Figure 1. Routing congestion map.
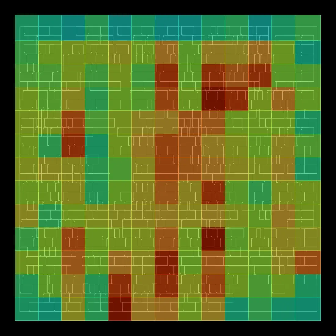
Figure 2. Routed metal, one colour a layer.
Only two layers are drawn.
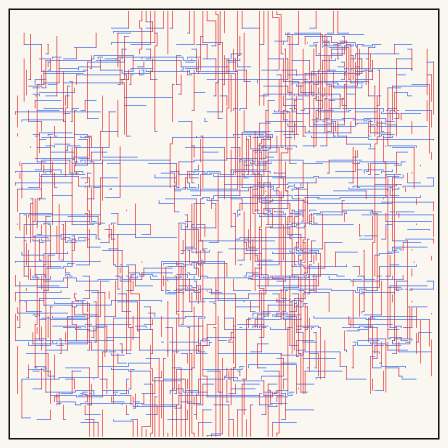
Figure 3. PDN straps and rails.
The bar under the picture is 20 um long. Pins as bars on the die edge. Tap cells in grey.
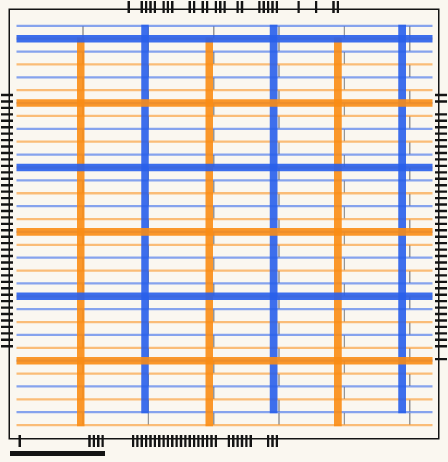
--- config.mk ---
export PLATFORM = sky130hd
export DESIGN_NAME = v33_bus_target
export DESIGN_NICKNAME = d
export VERILOG_FILES = /design/src/rtl/v33_bus_target.sv
export SDC_FILE = /design/constraint.sdc
export NUM_CORES = 1
export LEC_CHECK = 0
export CORE_UTILIZATION = 43
export CTS_BUF_LIST = sky130_fd_sc_hd__clkbuf_16
export CTS_CLUSTER_DIAMETER = 120
export DETAILED_ROUTE_END_ITERATION = 10
export MAX_ROUTING_LAYER = met4
export PLACE_DENSITY = 0.81
export SLEW_MARGIN = 0
export SYNTH_ARGS = -nofsm -noshare
export SYNTH_HDL_FRONTEND = slang
export SYNTH_SLANG_ARGS = --single-unit
--- constraint.sdc ---
create_clock -name clk -period 1.9 [get_ports clk]
set_input_delay 0.285 -clock clk [delete_from_list [all_inputs] [get_ports clk]]
set_output_delay 0.285 -clock clk [all_outputs]
set_load 0.01 [all_outputs]
--- src/rtl/v33_bus_target.sv ---
// v33_bus_target: responder on the far side of the V33 bus control pins.
// Decodes each bus cycle, forwards memory and I/O cycles to a single req/ack
// backend port, answers INTA and HALT cycles locally and paces every cycle
// through a registered, active-low n_ready with programmable wait states.
//
// Ports:
//   clk, reset          clock, synchronous active-high reset
//   ce_1, ce_2          CPU bus phase enables
//   n_bcyst .. n_ube    CPU bus status pins; addr / cpu_dout address and write data
//   cpu_din, n_ready    read data and ready back to the CPU
//   mem_*               backend request port (level req, one-clk ack)
//   int_vector          vector returned on the second INTA cycle
//   intack_done, halt_ack, bus_error   one-clk status pulses
module v33_bus_target #(
    parameter int unsigned MEM_WAIT = 0,
    parameter int unsigned IO_WAIT  = 1
) (
    input  logic        clk,
    input  logic        reset,
    input  logic        ce_1,
    input  logic        ce_2,
    input  logic        n_bcyst,
    input  logic        n_dstb,
    input  logic        r_w,
    input  logic        m_io,
    input  logic        busst0,
    input  logic        busst1,
    input  logic        n_ube,
    input  logic [23:0] addr,
    input  logic [15:0] cpu_dout,
    output logic [15:0] cpu_din,
    output logic        n_ready,
    output logic        mem_req,
    output logic        mem_io,
    output logic        mem_we,
    output logic [22:0] mem_addr,
    output logic [1:0]  mem_be,
    output logic [15:0] mem_wdata,
    input  logic [15:0] mem_rdata,
    input  logic        mem_ack,
    input  logic [7:0]  int_vector,
    output logic        intack_done,
    output logic        halt_ack,
    output logic        bus_error
);

    typedef enum logic [1:0] {StIdle, StAddr, StAccess, StReady} state_e;
    typedef enum logic [2:0] {CyMem, CyIo, CyInta, CyHalt, CyBad} cycle_e;

    localparam logic [3:0] MemWait = 4'(MEM_WAIT);
    localparam logic [3:0] IoWait  = 4'(IO_WAIT);

    // Data strobe timing is implied by the phase enables; the pin is not needed.
    logic unused_n_dstb;
    assign unused_n_dstb = n_dstb;

    state_e      state_q, state_d;
    cycle_e      cyc_q, cyc_d, cyc_dec;
    logic        read_q, read_d;
    logic [3:0]  wait_q, wait_d;
    logic        ack_q, ack_d;
    logic        inta_phase_q, inta_phase_d;
    logic        second_q, second_d;
    logic [15:0] cpu_din_q, cpu_din_d;
    logic        n_ready_q, n_ready_d;
    logic        mem_req_q, mem_req_d;
    logic        mem_io_q, mem_io_d;
    logic        mem_we_q, mem_we_d;
    logic [22:0] mem_addr_q, mem_addr_d;
    logic [1:0]  mem_be_q, mem_be_d;
    logic [15:0] mem_wdata_q, mem_wdata_d;
    logic        intack_done_q, intack_done_d;
    logic        halt_ack_q, halt_ack_d;
    logic        bus_error_q, bus_error_d;

    logic new_start, ack_now, ready_go, is_backend;

    assign new_start  = ce_2 & ~n_bcyst;
    // A stray ack while no request is outstanding is ignored.
    assign ack_now    = (state_q == StAccess) & mem_ack & mem_req_q;
    // Falling on the ack clk itself lets an early ack finish with no wait state.
    assign ready_go   = (state_q == StAccess) & (ack_q | ack_now) & (wait_q == 4'd0);
    assign is_backend = (cyc_q == CyMem) | (cyc_q == CyIo);

    always_comb begin
        if (m_io) begin
            cyc_dec = CyMem;
        end else begin
            case ({busst1, busst0})
                2'b01:   cyc_dec = CyIo;
                2'b00:   cyc_dec = r_w ? CyInta : CyBad;
                2'b11:   cyc_dec = r_w ? CyBad : CyHalt;
                default: cyc_dec = CyBad;
            endcase
        end
    end

    // State register and all registered outputs.
    always_ff @(posedge clk) begin
        if (reset) begin
            state_q       <= StIdle;
            cyc_q         <= CyMem;
            read_q        <= 1'b0;
            wait_q        <= 4'd0;
            ack_q         <= 1'b0;
            inta_phase_q  <= 1'b0;
            second_q      <= 1'b0;
            cpu_din_q     <= 16'hFFFF;
            n_ready_q     <= 1'b1;
            mem_req_q     <= 1'b0;
            mem_io_q      <= 1'b0;
            mem_we_q      <= 1'b0;
            mem_addr_q    <= 23'd0;
            mem_be_q      <= 2'b00;
            mem_wdata_q   <= 16'd0;
            intack_done_q <= 1'b0;
            halt_ack_q    <= 1'b0;
            bus_error_q   <= 1'b0;
        end else begin
            state_q       <= state_d;
            cyc_q         <= cyc_d;
            read_q        <= read_d;
            wait_q        <= wait_d;
            ack_q         <= ack_d;
            inta_phase_q  <= inta_phase_d;
            second_q      <= second_d;
            cpu_din_q     <= cpu_din_d;
            n_ready_q     <= n_ready_d;
            mem_req_q     <= mem_req_d;
            mem_io_q      <= mem_io_d;
            mem_we_q      <= mem_we_d;
            mem_addr_q    <= mem_addr_d;
            mem_be_q      <= mem_be_d;
            mem_wdata_q   <= mem_wdata_d;
            intack_done_q <= intack_done_d;
            halt_ack_q    <= halt_ack_d;
            bus_error_q   <= bus_error_d;
        end
    end

    // Next-state logic.
    always_comb begin
        state_d = state_q;
        unique case (state_q)
            StIdle:   if (new_start) state_d = StAddr;
            StAddr:   if (ce_1) state_d = StAccess;
            StAccess: if (ready_go) state_d = StReady;
            StReady:  if (ce_2) state_d = StIdle;
            default:  state_d = StIdle;
        endcase
    end

    // Output and datapath next values.
    always_comb begin
        cyc_d         = cyc_q;
        read_d        = read_q;
        wait_d        = wait_q;
        ack_d         = ack_q;
        inta_phase_d  = inta_phase_q;
        second_d      = second_q;
        cpu_din_d     = cpu_din_q;
        n_ready_d     = n_ready_q;
        mem_req_d     = mem_req_q;
        mem_io_d      = mem_io_q;
        mem_we_d      = mem_we_q;
        mem_addr_d    = mem_addr_q;
        mem_be_d      = mem_be_q;
        mem_wdata_d   = mem_wdata_q;
        intack_done_d = 1'b0;
        halt_ack_d    = 1'b0;
        // A new cycle start while busy is flagged and otherwise ignored.
        bus_error_d   = new_start & (state_q != StIdle);

        unique case (state_q)
            StIdle: begin
                if (new_start) begin
                    cyc_d      = cyc_dec;
                    read_d     = r_w;
                    ack_d      = 1'b0;
                    mem_addr_d = addr[23:1];
                    mem_be_d   = {~n_ube, ~addr[0]};
                    mem_io_d   = (cyc_dec == CyIo);
                    mem_we_d   = ((cyc_dec == CyMem) | (cyc_dec == CyIo)) & ~r_w;
                    wait_d     = (cyc_dec == CyMem) ? MemWait : IoWait;
                    if (cyc_dec == CyBad) bus_error_d = 1'b1;
                end
            end
            StAddr: begin
                if (ce_1) begin
                    mem_wdata_d  = cpu_dout;
                    inta_phase_d = (cyc_q == CyInta) ? ~inta_phase_q : 1'b0;
                    second_d     = (cyc_q == CyInta) & inta_phase_q;
                    if (is_backend) begin
                        mem_req_d = 1'b1;
                    end else begin
                        // Locally answered cycles need no backend ack.
                        ack_d = 1'b1;
                        case (cyc_q)
                            CyInta:  cpu_din_d = inta_phase_q ? {8'hFF, int_vector} : 16'hFFFF;
                            CyBad:   cpu_din_d = 16'hFFFF;
                            default: ;
                        endcase
                    end
                end
            end
            StAccess: begin
                if (ce_2 && wait_q != 4'd0) wait_d = wait_q - 4'd1;
                if (ack_now) begin
                    mem_req_d = 1'b0;
                    ack_d     = 1'b1;
                    if (read_q) cpu_din_d = mem_rdata;
                end
                if (ready_go) n_ready_d = 1'b0;
            end
            StReady: begin
                if (ce_2) begin
                    n_ready_d     = 1'b1;
                    intack_done_d = (cyc_q == CyInta) & second_q;
                    halt_ack_d    = (cyc_q == CyHalt);
                end
            end
            default: ;
        endcase
    end

    assign cpu_din     = cpu_din_q;
    assign n_ready     = n_ready_q;
    assign mem_req     = mem_req_q;
    assign mem_io      = mem_io_q;
    assign mem_we      = mem_we_q;
    assign mem_addr    = mem_addr_q;
    assign mem_be      = mem_be_q;
    assign mem_wdata   = mem_wdata_q;
    assign intack_done = intack_done_q;
    assign halt_ack    = halt_ack_q;
    assign bus_error   = bus_error_q;

endmodule

==> results.json <==
{
  "common_cells": "99 x nand2_1, 77 x dfxtp_1, 57 x a21oi_1, 44 x nor2_1, 14 x inv_1",
  "grt_overflow": 0,
  "met2_usage_pct": 38.4,
  "crit_start": "state_q[0]",
  "cts.sinks": 77,
  "ys_sh_simple_pct": 23.4,
  "r2r-end": "cpu_din[0]",
  "synthFlopType": "dfxtp_1",
  "start_kind": "flip-flop",
  "coreArea_mm2": 0.00741,
  "initial_core_util_pct": 45.3,
  "comb_area_mm2": 0.00160,
  "nets": 632,
  "status": "completed",
  "pg_comb_mw": 1.95,
  "path_max_fanout": 14,
  "power_clock_mw": 1.45,
  "logic_family": "simple AND/OR/NAND/NOR gates",
  "xor_share_pct": 1.01,
  "crit_family": "flip-flops",
  "drc_errors": 0,
  "bufAreaShareNonClock_pct": 29.6,
  "drtIter0Drc": 90,
  "fin_crit_sh_pct": 91.8,
  "synthArstFlopShare_pct": 0,
  "seq_power_mw": 1.97,
  "use_met3_pct": 7.07,
  "vias_per_cell": 5.06,
  "worstPathRequired_ns": 2.15,
  "layout_min_cycle_time_ns": 1.74,
  "inv_count": 14,
  "cp.arrival_ns": 2.00,
  "clockBufferDepth": 2,
  "fin_ws_ns": 0.156,
  "fmax_mhz": 573,
  "cp_slowest_cell": "dfxtp_1",
  "cts_resized": 0,
  "grt_pass1_vias": 3292,
  "p_per_area_mw_per_mm2": 1060
}
Notes on Figure 1 above:
peak-usage layer in the global routing report: met2
gr usage total: 22.6%
Core Util, Final: 68.4%

Notes on Figure 2 above:
| colour | layer | wire length |
|---|---|---|
| red | metal 2 | 4250 um |
| blue | metal 1 | 3750 um |
WL final: 8760 um
Via Count: 3297
Avg WL per Cell: 13.4 um

Notes on Figure 3 above:
| colour | net |
|---|---|
| orange | VSS |
| blue | VDD |
met5 straps: 6
rows: 31

